### config.mk
export PLATFORM = sky130hd
export DESIGN_NAME = traffic_phase_sequencer
export DESIGN_NICKNAME = d
export VERILOG_FILES = /design/src/rtl/traffic_phase_sequencer.sv
export SDC_FILE = /design/constraint.sdc
export NUM_CORES = 1
export LEC_CHECK = 0
export ABC_AREA = 1
export CORE_ASPECT_RATIO = 0.6
export CORE_MARGIN = 3
export CORE_UTILIZATION = 25
export CTS_CLUSTER_SIZE = 20
export DETAILED_ROUTE_END_ITERATION = 8
export PLACE_DENSITY = 0.47
export RECOVER_POWER = 100
export SLEW_MARGIN = 20
export SYNTH_ARGS = -nofsm -noshare
export SYNTH_HDL_FRONTEND = slang
export SYNTH_SLANG_ARGS = --single-unit
### constraint.sdc
create_clock -name clk -period 3.8 [get_ports clk]
set_clock_uncertainty 0.1 [all_clocks]
set_input_delay 0.76 -clock clk [delete_from_list [all_inputs] [get_ports clk]]
set_output_delay 0.76 -clock clk [all_outputs]
set_load 0.01 [all_outputs]
### src/rtl/traffic_phase_sequencer.sv
// Round-robin signal controller: N approaches cycle GREEN -> AMBER -> ALL_RED, with an optional
// pedestrian walk slot after each all-red and a flashing-amber override.
module traffic_phase_sequencer #(
    parameter int N_APPROACH   = 4,
    parameter int CNT_W        = 4,
    parameter int GREEN_TICKS  = 10,
    parameter int AMBER_TICKS  = 3,
    parameter int ALLRED_TICKS = 1,
    parameter int PED_TICKS    = 6,
    localparam int PW = (N_APPROACH > 1) ? $clog2(N_APPROACH) : 1
) (
    input  logic                  clk,
    input  logic                  rst,
    input  logic                  tick_en,
    input  logic                  flash_mode,
    input  logic [N_APPROACH-1:0] ped_req,
    output logic [PW-1:0]         phase,
    output logic [2:0]            state,
    output logic [CNT_W-1:0]      count,
    output logic [N_APPROACH-1:0] ped_pend,
    output logic [N_APPROACH-1:0] Left,
    output logic [N_APPROACH-1:0] Fwd,
    output logic [N_APPROACH-1:0] Right,
    output logic [N_APPROACH-1:0] Amber,
    output logic [N_APPROACH-1:0] Ped
);

    typedef enum logic [2:0] {
        S_ALL_RED  = 3'd0,
        S_GREEN    = 3'd1,
        S_AMBER    = 3'd2,
        S_PED_WALK = 3'd3,
        S_FLASH    = 3'd4
    } state_t;

    localparam logic [CNT_W-1:0] GREEN_LOAD  = CNT_W'(GREEN_TICKS - 1);
    localparam logic [CNT_W-1:0] AMBER_LOAD  = CNT_W'(AMBER_TICKS - 1);
    localparam logic [CNT_W-1:0] ALLRED_LOAD = CNT_W'(ALLRED_TICKS - 1);
    localparam logic [CNT_W-1:0] PED_LOAD    = CNT_W'(PED_TICKS - 1);
    localparam logic [PW-1:0]    LAST_PHASE  = PW'(N_APPROACH - 1);

    state_t                  state_reg, state_next;
    logic [PW-1:0]           phase_reg, phase_next;
    logic [CNT_W-1:0]        count_reg, count_next;
    logic [N_APPROACH-1:0]   ped_pend_reg, ped_pend_next;
    logic [N_APPROACH-1:0]   walk_mask_reg, walk_mask_next;
    logic                    after_walk_reg, after_walk_next;
    logic                    flash_ph_reg, flash_ph_next;
    logic [N_APPROACH-1:0]   ped_set;
    logic [N_APPROACH-1:0]   go;

    always_ff @(posedge clk) begin
        if (!rst) begin
            state_reg      <= S_ALL_RED;
            phase_reg      <= LAST_PHASE;
            count_reg      <= ALLRED_LOAD;
            ped_pend_reg   <= '0;
            walk_mask_reg  <= '0;
            after_walk_reg <= 1'b0;
            flash_ph_reg   <= 1'b0;
        end else begin
            state_reg      <= state_next;
            phase_reg      <= phase_next;
            count_reg      <= count_next;
            ped_pend_reg   <= ped_pend_next;
            walk_mask_reg  <= walk_mask_next;
            after_walk_reg <= after_walk_next;
            flash_ph_reg   <= flash_ph_next;
        end
    end

    always_comb begin
        state_next      = state_reg;
        phase_next      = phase_reg;
        count_next      = count_reg;
        walk_mask_next  = walk_mask_reg;
        after_walk_next = after_walk_reg;
        flash_ph_next   = flash_ph_reg;
        // Presses for approaches currently walking are already being served.
        ped_set         = ped_req & ~((state_reg == S_PED_WALK) ? walk_mask_reg : '0);
        ped_pend_next   = ped_pend_reg | ped_set;

        if (flash_mode && (state_reg != S_FLASH)) begin
            state_next = S_FLASH;
            count_next = '0;
        end else if (state_reg == S_FLASH) begin
            if (!flash_mode) begin
                state_next      = S_ALL_RED;
                phase_next      = LAST_PHASE;
                count_next      = ALLRED_LOAD;
                flash_ph_next   = 1'b0;
                walk_mask_next  = '0;
                after_walk_next = 1'b0;
            end else if (tick_en) begin
                flash_ph_next = ~flash_ph_reg;
            end
        end else if (tick_en) begin
            if (count_reg != '0) begin
                count_next = count_reg - 1'b1;
            end else begin
                case (state_reg)
                    S_GREEN: begin
                        state_next = S_AMBER;
                        count_next = AMBER_LOAD;
                    end
                    S_AMBER: begin
                        state_next = S_ALL_RED;
                        count_next = ALLRED_LOAD;
                    end
                    S_ALL_RED: begin
                        // At most one walk slot between consecutive greens.
                        if ((|ped_pend_reg) && !after_walk_reg) begin
                            state_next      = S_PED_WALK;
                            count_next      = PED_LOAD;
                            walk_mask_next  = ped_pend_reg;
                            after_walk_next = 1'b1;
                        end else begin
                            state_next      = S_GREEN;
                            count_next      = GREEN_LOAD;
                            phase_next      = (phase_reg == LAST_PHASE) ? '0 : phase_reg + 1'b1;
                            after_walk_next = 1'b0;
                        end
                    end
                    S_PED_WALK: begin
                        state_next     = S_ALL_RED;
                        count_next     = ALLRED_LOAD;
                        ped_pend_next  = (ped_pend_reg & ~walk_mask_reg) | ped_set;
                        walk_mask_next = '0;
                    end
                    default: begin
                        state_next = S_ALL_RED;
                        count_next = ALLRED_LOAD;
                    end
                endcase
            end
        end
    end

    generate
        for (genvar gi = 0; gi < N_APPROACH; gi++) begin : g_lamp
            assign go[gi]    = (state_reg == S_GREEN) && (phase_reg == PW'(gi));
            assign Amber[gi] = ((state_reg == S_AMBER) && (phase_reg == PW'(gi)))
                             || ((state_reg == S_FLASH) && flash_ph_reg);
            assign Ped[gi]   = (state_reg == S_PED_WALK) && walk_mask_reg[gi];
        end
    endgenerate

    assign Left     = go;
    assign Fwd      = go;
    assign Right    = go;
    assign phase    = phase_reg;
    assign state    = state_reg;
    assign count    = count_reg;
    assign ped_pend = ped_pend_reg;

endmodule

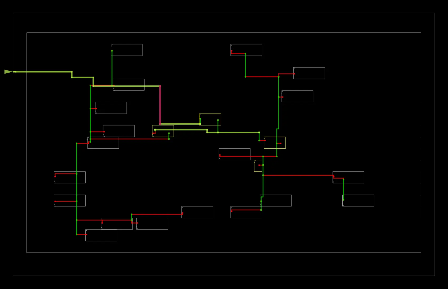
Fig. 1. Clock nets (run 1).
FFs & Latches: 19
TritonCTS buffer count: 3
Clk. pwr: 0.147 mW

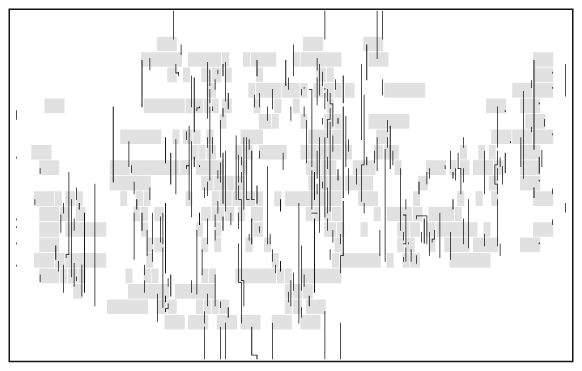
Fig. 2. Met2 routing (run 1).
Cells faint in the background.
share of all routed wire = 35%
longest straight run = 21.4 um
main direction = vertical
nets with wire on the layer = 182
wire length on this layer = 1170 um
grt met2 use: 0.166
routed via count: 1270
routed wire length: 3.35 mm

==> flow_summary_export.csv, run 1 <==
group,metric,value,unit
die,chipHeight,61.8,um
place,place_area,1710,um2
pwr,total_power,0.589,mW
die,fp-row-count,19,
critical_path,r2r_slack,1960,ps
flow_run,maxCapViolCount,0,
clock_tree,htreeDepth,1,
synthesis,syn_inst,192,
cells_and_area,diodes,0,
die,fp.dieW,98.9,um
drt,drc,0,
synthesis,aoi_share,0.144,
cells_and_area,areaGrowthSynthToFinish,33.6,%
synthesis,synthTopCellsByArea,"dfxtp_1 29%, nand2_1 10%, inv_1 8.1%",
synthesis,synth_seq_share,0.294,
pwr,peakVddDrop,0.000131,V
global_routing,grt_pass1_vias,1141,
final_timing,setup_viol,0,
synthesis,synth-edff-count,0,
synthesis,ys_area,1290,um2
critical_path,crit_type,"flop to primary output",
cells_and_area,nets,242,
hold_path,hp-start,"flash_ph_reg",
place,gp_congestion,0.722,
hold_path,holdPathStages,1,
final_timing,worst_pin_slew,511,ps
final_timing,setup_slack,852,ps
hold_path,min_to,"flash_ph_reg",
clock_tree,clock_latency,260,ps
synthesis,flop_cell,"dfxtp_1",
critical_path,crit_required,2940,ps
cells_and_area,fin_cells,290,
die,io_pins,41,
drt,routedWlPerCell,11.6,um
global_routing,grt_antenna_before_repair,0,
global_routing,grt_use_total,0.116,
global_routing,grt_max_degree,15,
synthesis,xor_share,0.00676,
final_timing,finalHoldViolCount,0,
synthesis,yosys.area_share.simple,0.356,
clock_tree,cts_tree,"done",
cells_and_area,drive_above_1_share,0.0881,
synthesis,yosysTopAreaCell,"dfxtp_1",
clock_tree,clk_path_buf_depth,2,
place,io_buffers,40,
critical_path,r2r_start,"state[2]",
synthesis,yosysUniqueCellTypes,25,
final_timing,rsz0062_at_grt,"no",
final_timing,fmax,339,MHz
synthesis,syn-cell-area,1290,um2
final_timing,whs,366,ps
pwr,switching_power,0.217,mW
cells_and_area,layout_top_cell,"nand2_1",
place,place_ws,1350,ps
synthesis,yosys_warnings,0,
synthesis,ys_sh_adder,0.0580,
clock_tree,post-cts-setup-buffer-count,0,
critical_path,r2r_cells,9,
critical_path,start_kind,"flop",
cells_and_area,final_area,1730,um2
die,fp_util,0.271,
cells_and_area,lay_top_cells,"37 x nand2_1, 34 x dlygate4sd3_1, 29 x inv_1",
pwr,power_frac_seq,0.405,
die,coreArea,4780,um2
clock_tree,cts_resized,0,
drt,drt_iter0_markers,51,
synthesis,postSynthAreaPerCell,6.74,um2
synthesis,synth.area.mux_share,0,
clock_tree,holdBufCountCts,0,
clock_tree,clkTransAtPathRegs,80,ps
place,dp.cells,286,
synthesis,synth_top_area_share,0.294,
pwr,clkPwrFrac,0.250,
drt,viasPerCell,4.38,
synthesis,logic_family,"simple AND/OR/NAND/NOR gates",
clock_tree,cts_root_buf,"clkbuf_8",
clock_tree,cts_sinks,19,
global_routing,overflow,0,
final_timing,layout_min_cycle_time,2950,ps
final_timing,tns,0,ps
status,status,"finished, final reports clean",
pwr,power_per_cell_area,341,nW/um2
final_timing,max_slew_margin,0.658,
pwr,intPower,0.373,mW
flow_run,warnings,30,
global_routing,grt_pass1_wl,5.55,mm
critical_path,worstPathMaxFanout,10,
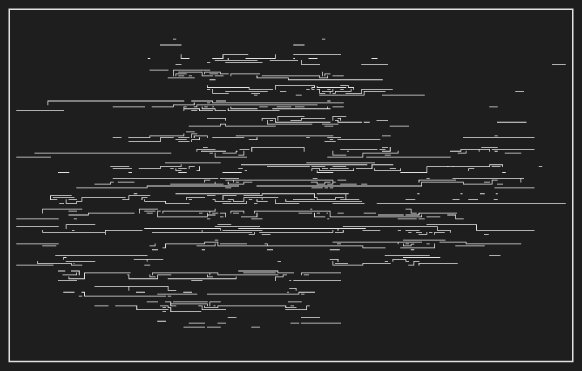
Fig. 3. The metal 1 layer (run 1).
nets with wire on the layer = 210
main direction = horizontal
met1 GRT Util: 0.172

run 1: cell families after synthesis:
kind of cell | after synthesis
compound gates | 35
xor+xnor | 1
fa+ha+maj | 6
buf+inv | 40
flops | 19
simple gates | 91
run 1: worst max-delay path, cell delays in order, from the launching register on:
cell           delay (ps)
dfxtp_1               360
inv_1                 230
nand3_1               350
nor2_1                240
dlygate4sd3_1         630
run 1: power by group through the flow:
| stage | registers [mW] | clock network (mW) | logic [mW] |
|---|---|---|---|
| floorplan | 0.245 | 0 | 0.145 |
| global placement | 0.245 | 0 | 0.220 |
| detailed placement | 0.244 | 0 | 0.218 |
| CTS | 0.240 | 0.153 | 0.219 |
| global route | 0.243 | 0.160 | 0.234 |
| finish | 0.239 | 0.147 | 0.204 |
run 1: synthesized netlist by cell type (2+ instances only):
master    number
o21ai_0       18
nand2_2        8
inv_1         28
nor2_2         2
buf_4          8
o21bai_1       2
dfxtp_1       19
a21oi_1       12
nand2_4        3
nor2_1        22
inv_2          3
ha_1           6
nand2_1       35
nand3_1       14
nand3_2        2
run 1: final cells by class:
class | count | area, um2
inverter | 31 | 116
clock inverter | 1 | 5.00
fill | 514 | 3050
clock buffer | 3 | 41.3
tap | 63 | 78.8
sequential | 19 | 380
multi-input combinational | 133 | 708
timing repair buffer | 40 | 400
run 1: metal layers:
layer | global-route usage | vias to the layer above | wire length [um]
met5 | 0 | - | 0
met4 | 0.0117 | 0 | 8
met3 | 0.0401 | 2 | 235
met2 | 0.166 | 39 | 1170
met1 | 0.172 | 562 | 1940
li1 | - | 667 | -
run 1: worst max-delay path by stage:
stage	cells after the start	start	end	slack, ps
global placement	4	state[2]	Fwd[3]	1400
detailed placement	4	state[2]	Right[3]	1350
CTS	4	state[2]	Right[3]	1050
global route	4	state[2]	Ped[0]	700
floorplan	4	state[2]	Left[0]	1820
finish	4	state[2]	Ped[1]	850
Fig. 4: run 1, drive-strength map
Scale bar: 20 um.
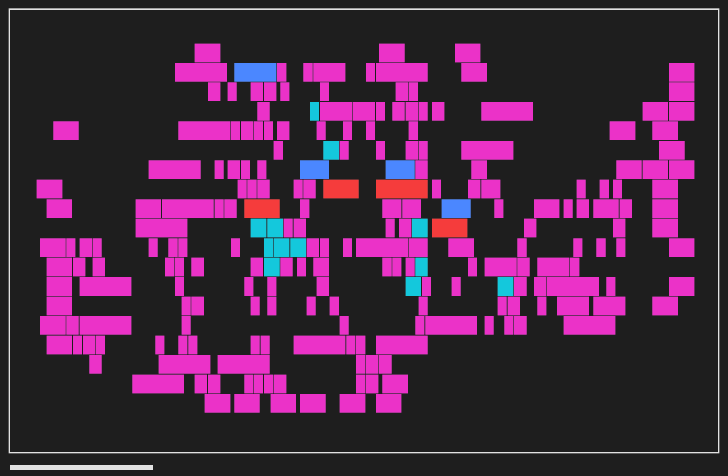

==> run 1 -> run 2 <==
- PLACE_DENSITY: 0.47 -> 0.49
- clock period: 3.8 -> 2.5 ns (I/O delays scaled with it)
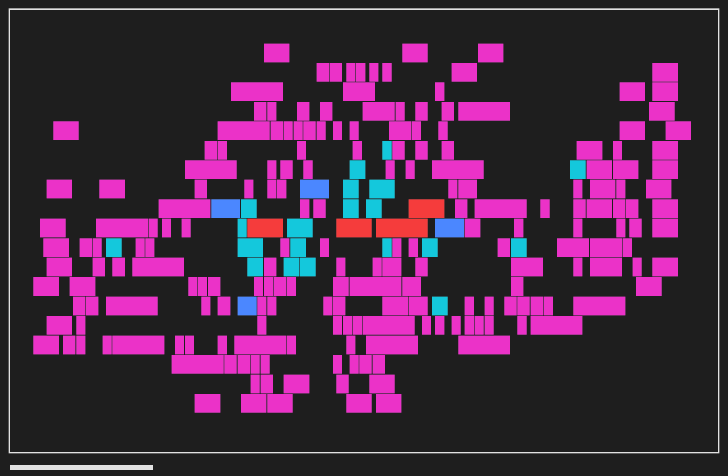
Fig. 5. Drive-strength map (run 2).
Scale bar: 20 um.
_2 cells -> cyan  # cells 20, share 8.8%, most used nand2_2
_3 and _4 cells -> blue  # cells 4, share 1.8%, most used nand2_4
_6 and larger -> red  # cells 4, share 1.8%, most used clkbuf_8
_0 and _1 cells -> magenta  # cells 200, share 88%, most used nand2_1
area grow syn2layout: 35.4%
Non-CTS buffers: 41
post-route setup slack: 108 ps
fin area: 1750 um2

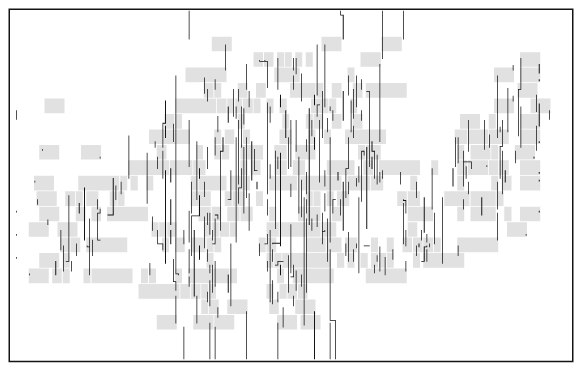
Fig. 6. Met2 routing (run 2).
Cells faint in the background.
share of all routed wire = 37%
main direction = vertical
longest straight run = 34.8 um
nets with wire on the layer = 181
wire length on this layer = 1260 um
routed via count: 1272
routed wire length: 3.41 mm

==> run 2 against run 1 <==
- global-route usage increased by 0.20 points
- clock-buffer cell count increased by 1
- clock power rose by 48%
- register-to-register slack got worse by 1600 ps
- synthesized cell count unchanged
- power increased by 53%
- via count up 0.16%
- sequential share of layout area fell by 0.28 points
- sequential power increased by 52%
- design area increased by 1.3%
- core utilization increased by 0.47 points
- critical endpoint is now Amber[2]
- highest routed layer unchanged
==> flow_summary_export.csv, run 2 <==
group,metric,value,unit
status,status,"finished, final reports clean",
global_routing,grt_pass1_wl,5.64,mm
pwr,total_power,0.903,mW
flow_run,maxCapViolCount,0,
global_routing,grt_antenna_before_repair,0,
hold_path,hold_class,"flop to flop",
critical_path,end_kind,"primary output",
place,gp_congestion,0.751,
synthesis,top_cell,"nand2_1",
synthesis,synthTopCellsByCount,"35 x nand2_1, 28 x inv_1, 22 x nor2_1",
cells_and_area,drive_above_1_share,0.123,
cells_and_area,layout_top_cell,"nand2_1",
final_timing,max_slew_margin,0.458,
clock_tree,cts_tree,"done",
critical_path,r2r_start,"count[1]",
synthesis,syn_inst,192,
critical_path,r2r_cells,7,
die,chipHeight,61.8,um
final_timing,fin_crit_sh,0.957,
synthesis,yosysUniqueCellTypes,25,
synthesis,synthArstFlopShare,0,
clock_tree,clk_path_buf_depth,2,
place,io_buffers,40,
synthesis,postSynthAreaPerCell,6.74,um2
synthesis,synth-edff-count,0,
critical_path,worstPathMaxFanout,6,
synthesis,flop_cell,"dfxtp_1",
critical_path,critPathArrivalTime,1790,ps
clock_tree,htreeDepth,1,
die,chipArea,6110,um2
critical_path,crit_required,1900,ps
pwr,peakVddDrop,0.000186,V
clock_tree,cts_buffers,3,
pwr,power_per_cell_area,515,nW/um2
drt,drc,0,
die,fp.dieW,98.9,um
clock_tree,clock_latency,260,ps
place,place_ws,310,ps
drt,viasPerCell,4.37,
synthesis,synth_seq_share,0.294,
synthesis,yosysCellCount,192,
drt,drt_iter0_markers,36,
place,place_area,1710,um2
synthesis,synthTopCellsByArea,"dfxtp_1 29%, nand2_1 10%, inv_1 8.1%",
flow_run,warnings,31,
synthesis,yosys_warnings,0,
drt,ant_nets,0,
die,io_pins,41,
clock_tree,cts_sinks,19,
final_timing,tns,0,ps
cells_and_area,nets,243,
hold_path,hp-start,"flash_ph_reg",
final_timing,report.final.slew_viol_count,0,
place,dp_hpwl,2.67,mm
final_timing,fmax,418,MHz
drt,routedWlPerCell,11.7,um
clock_tree,cts_root_buf,"clkbuf_8",
pwr,leakage,0.776,nW
synthesis,syn-cell-area,1290,um2
critical_path,crit_start,"state[1]",
critical_path,crit_type,"flop to primary output",
final_timing,worst_pin_slew,807,ps
global_routing,grt_pass1_vias,1159,
clock_tree,post-cts-setup-buffer-count,0,
synthesis,yosysTopAreaCell,"dfxtp_1",
final_timing,layout_min_cycle_time,2390,ps
synthesis,syn-num-nets,206,
global_routing,grt_use_total,0.118,
critical_path,start_kind,"flop",
critical_path,r2r_slack,330,ps
synthesis,ys_area,1290,um2
die,coreArea,4780,um2
die,fp-row-count,19,
synthesis,ys_ff,19,
final_timing,rsz0062_at_grt,"yes",
global_routing,overflow,0,
cells_and_area,lay_top_cells,"35 x nand2_1, 28 x inv_1, 28 x clkdlybuf4s50_1",
cells_and_area,diodes,0,
critical_path,crit_path_end,"Amber[2]",
die,fp_util,0.271,
synthesis,synth_top_area_share,0.294,
critical_path,worstReg2RegEnd,"ped_pend[2]",
drt,dr.pass1.iters,4,
clock_tree,clkTransAtPathRegs,70,ps
final_timing,finalHoldViolCount,0,
global_routing,grt_max_degree,11,
final_timing,setup_viol,0,
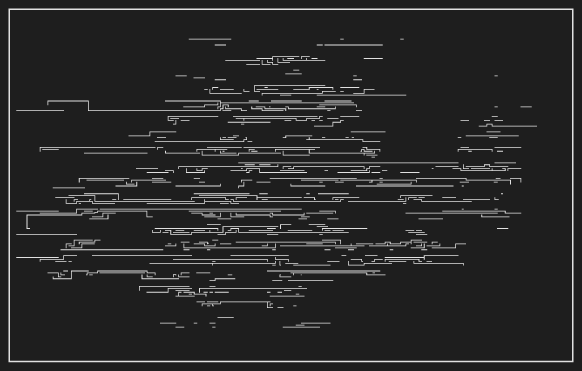
Fig. 7. The metal 1 layer (run 2).
met1 GRT Util: 0.180

[run 2: logic make-up after synthesis]
logic type,share of synthesized area
simple gates,0.356
xor+xnor,0.00676
compound gates,0.144
flops,0.294
buf+inv,0.142
fa+ha+maj,0.0580
[run 2: layer usage]
layer | routed length (um) | vias up | GRT usage | part of all wire
met3 | 248 | 2 | 0.0424 | 0.073
met4 | 15 | 0 | 0.0117 | 0.0044
met5 | 0 | - | 0 | 0
met2 | 1260 | 34 | 0.160 | 0.37
met1 | 1890 | 565 | 0.180 | 0.55
li1 | - | 671 | - | -
[run 2: how the worst min path moves through the flow]
stage	end	slack [ps]	cells past startpoint
after floorplan	flash_ph_reg	330	1
after global placement	flash_ph_reg	360	1
after detailed placement	flash_ph_reg	360	1
after CTS	flash_ph_reg	370	1
after global routing	flash_ph_reg	380	1
final	flash_ph_reg	370	1
[run 2: timing repair]
action | 4_1_cts | 5_1_grt
resized | 0 | 3
endpoints found under the setup margin | 0 | 13
hold buffers | 0 | 0
[run 2: stage by stage]
stage	utilization	std cells	hold WS, ps
after global routing	0.367	291	385
after global placement	0.359	287	358
after CTS	0.368	291	372
after floorplan	-	192	329
final	0.367	291	374
after detailed placement	0.359	287	358
[run 2: where the power goes]
group / total, mW / internal (mW) / leakage (nW) / switching (mW)
clock network: 0.217 / 0.113 / 0.0228 / 0.104
registers: 0.364 / 0.333 / 0.156 / 0.0305
logic: 0.323 / 0.128 / 0.597 / 0.194
total: 0.903 / 0.575 / 0.776 / 0.329
[run 2: area by class of cell]
type / count / area, um2
Fill cell: 544 / 3030
Timing Repair Buffer: 41 / 408
Sequential cell: 19 / 380
Tap cell: 63 / 78.8
Clock buffer: 4 / 45.0
Inverter: 31 / 116
Multi-Input combinational cell: 133 / 724
[run 2: critical path, cell delays in order (launching register included)]
cell             delay [ps]
dfxtp_1                 400
inv_1                   160
nand2_4                 110
nor2_8                  120
nand2_1                 100
o21ai_0                  90
clkdlybuf4s50_1         560
Fig. 8: run 2, clock nets
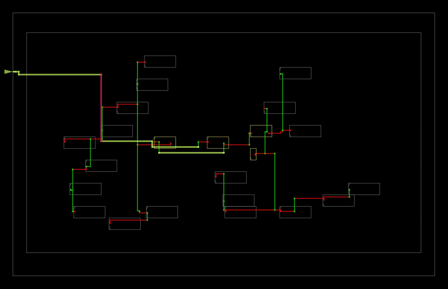

==> run 2 -> run 3 <==
- SETUP_SLACK_MARGIN: default -> 0.05
- TNS_END_PERCENT: default -> 10
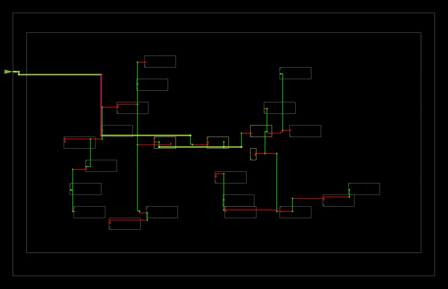
Fig. 9. Clock nets (run 3).
Clk. pwr: 0.217 mW
clock net sink count: 19
Latency at later pin: 250 ps

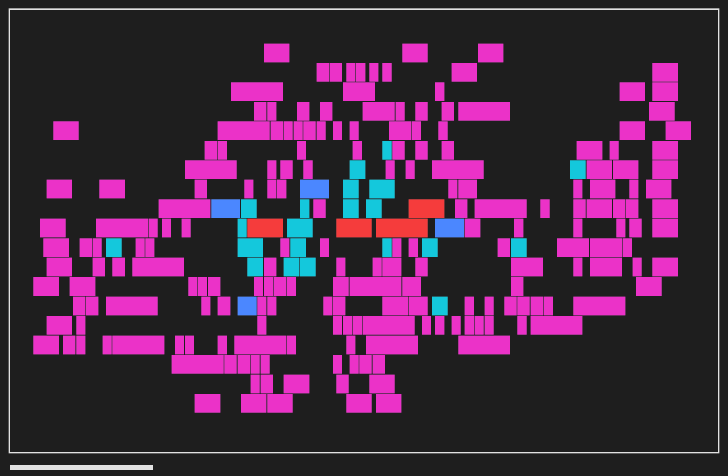
Fig. 10. Drive-strength map (run 3).
Scale bar: 20 um.
_2 cells -> cyan  # cells 21, share 9.2%, most used nand2_2
_6 and larger -> red  # cells 4, share 1.8%, most used clkbuf_8
_3 and _4 cells -> blue  # cells 4, share 1.8%, most used nand2_4
_0 and _1 cells -> magenta  # cells 199, share 87%, most used nand2_1
post-route setup slack: 108 ps

==> run 3 against run 2 <==
- die size did not move
- worst hold slack gained 2.2 ps
- final cell count unchanged
- clock-buffer cell count unchanged
- power is essentially flat
- routed wire length grew 0.15%
- fmax barely moved
- first-iteration DRC count is the same
- via count grew 0.31%
- synthesized cell count stayed put
- largest power group unchanged
==> flow_summary_export.csv, run 3 <==
group,metric,value,unit
status,status,"finished, final reports clean",
clock_tree,htreeDepth,1,
die,fp_util,0.271,
synthesis,flop_cell,"dfxtp_1",
synthesis,syn-cell-area,1290,um2
die,chipHeight,61.8,um
critical_path,crit_chain,"inv_2 > nand3_2 > nor2_1 > clkdlybuf4s50_1",
final_timing,setup_viol,0,
place,dp_hpwl,2.67,mm
global_routing,grt_pass1_wl,5.64,mm
global_routing,grt_pass1_vias,1159,
clock_tree,holdBufCountCts,0,
critical_path,start_kind,"flop",
synthesis,yosysUniqueCellTypes,25,
die,fp.dieW,98.9,um
drt,drt_iter0_markers,36,
clock_tree,cts_tree,"done",
synthesis,syn-num-nets,206,
synthesis,synthArstFlopShare,0,
cells_and_area,lay_top_cells,"35 x nand2_1, 28 x clkdlybuf4s50_1, 27 x inv_1",
synthesis,yosysTopAreaCell,"dfxtp_1",
cells_and_area,drive_above_1_share,0.127,
global_routing,grt_use_total,0.118,
place,io_buffers,40,
cells_and_area,fin_cells,291,
critical_path,worstPathMaxFanout,10,
drt,dr.pass1.iters,4,
critical_path,max_stage_delay,560,ps
clock_tree,cts_buffers,3,
place,dp.cells,287,
hold_path,hold_class,"flop to flop",
final_timing,max_slew_margin,0.452,
final_timing,fin_crit_sh,0.957,
drt,viasPerCell,4.38,
synthesis,synth-edff-count,0,
cells_and_area,nets,243,
clock_tree,cts_root_buf,"clkbuf_8",
final_timing,layout_min_cycle_time,2390,ps
place,gp_congestion,0.751,
die,coreArea,4780,um2
synthesis,ys_ff,19,
synthesis,synth_seq_share,0.294,
synthesis,top_cell,"nand2_1",
cells_and_area,diodes,0,
pwr,leakage,0.776,nW
critical_path,worstReg2RegEnd,"ped_pend[2]",
pwr,power_per_cell_area,516,nW/um2
synthesis,synth_top_area_share,0.294,
critical_path,end_kind,"primary output",
clock_tree,clkTransAtPathRegs,70,ps
drt,drc,0,
die,fp-row-count,19,
drt,routedWlPerCell,11.7,um
synthesis,ys_area,1290,um2
final_timing,tns,0,ps
global_routing,overflow,0,
drt,ant_nets,0,
clock_tree,clk_path_buf_depth,2,
synthesis,synthTopCellsByCount,"35 x nand2_1, 28 x inv_1, 22 x nor2_1",
hold_path,holdPathStages,1,
hold_path,hp-start,"flash_ph_reg",
synthesis,yosys_warnings,0,
cells_and_area,layout_top_cell,"nand2_1",
cells_and_area,areaGrowthSynthToFinish,35.4,%
critical_path,critPathArrivalTime,1790,ps
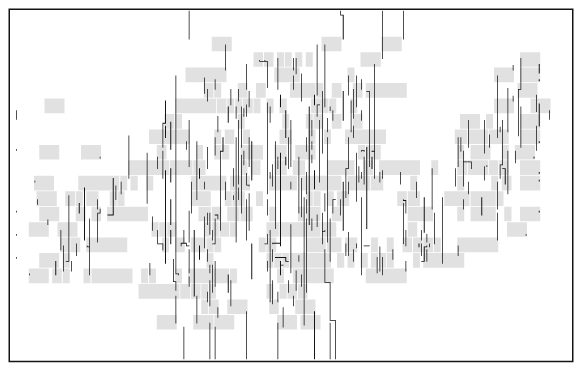
Fig. 11. Met2 routing (run 3).
Cells faint in the background.
grt met2 use: 0.160
routed wire length: 3.41 mm
routed via count: 1276

[run 3: layer usage]
metal	global-route usage	part of all wire
met1	0.180	0.56
met2	0.160	0.36
met3	0.0424	0.074
met4	0.0117	0.0041
met5	0	0
[run 3: area by class of cell]
type	instances	area, um2
clock buffer	4	45.0
fill	544	3030
inverter	31	116
multi-input combinational	133	724
sequential	19	380
tap	63	78.8
timing repair buffer	41	408
[run 3: timing repair]
item                       CTS  global route
setup endpoints to repair    6            20
gates resized                1             6
pin swaps                    0             0
[run 3: through the flow]
step                cell area (um2)  setup WS (ps)  power (mW)  utilization
finish                         1750            108       0.904        0.367
global placement               1710            363       0.707        0.359
global route                   1750          0.265       0.977        0.367
CTS                            1760           23.2       0.924        0.369
detailed placement             1710            310       0.705        0.359
floorplan                      1290            775       0.593            -
[run 3: how the worst max path moves through the flow]
stage | end | startpoint | cells after the start | slack (ps)
2_1_floorplan | Left[0] | state[2] | 4 | 780
3_3_place_gp | Left[3] | state[2] | 4 | 360
3_5_place_dp | Fwd[3] | state[2] | 4 | 310
4_1_cts | Right[1] | state[2] | 4 | 20
5_1_grt | Right[1] | state[1] | 4 | 0.3
6_report | Ped[1] | state[2] | 4 | 110
[run 3: critical path, delay by kind of cell (launching register included)]
| family | cells | cell delay (ps) |
|---|---|---|
| DFF | 1 | 370 |
| buffers and inverters | 2 | 740 |
| and+or+nand+nor | 2 | 430 |
[run 3: kinds of logic after synthesis]
family          after synthesis  share of synthesized area
flops                        19                      0.294
buf+inv                      40                      0.142
xor+xnor                      1                    0.00676
compound gates               35                      0.144
fa+ha+maj                     6                     0.0580
simple gates                 91                      0.356
[run 3: report_power, final]
part | total, mW | leakage, nW | switching, mW | internal [mW]
sequential | 0.364 | 0.156 | 0.0307 | 0.333
clock | 0.217 | 0.0228 | 0.103 | 0.113
combinational | 0.324 | 0.597 | 0.195 | 0.128
total | 0.904 | 0.776 | 0.329 | 0.575
No activity file was given, so power comes from the tool's default toggle rates.
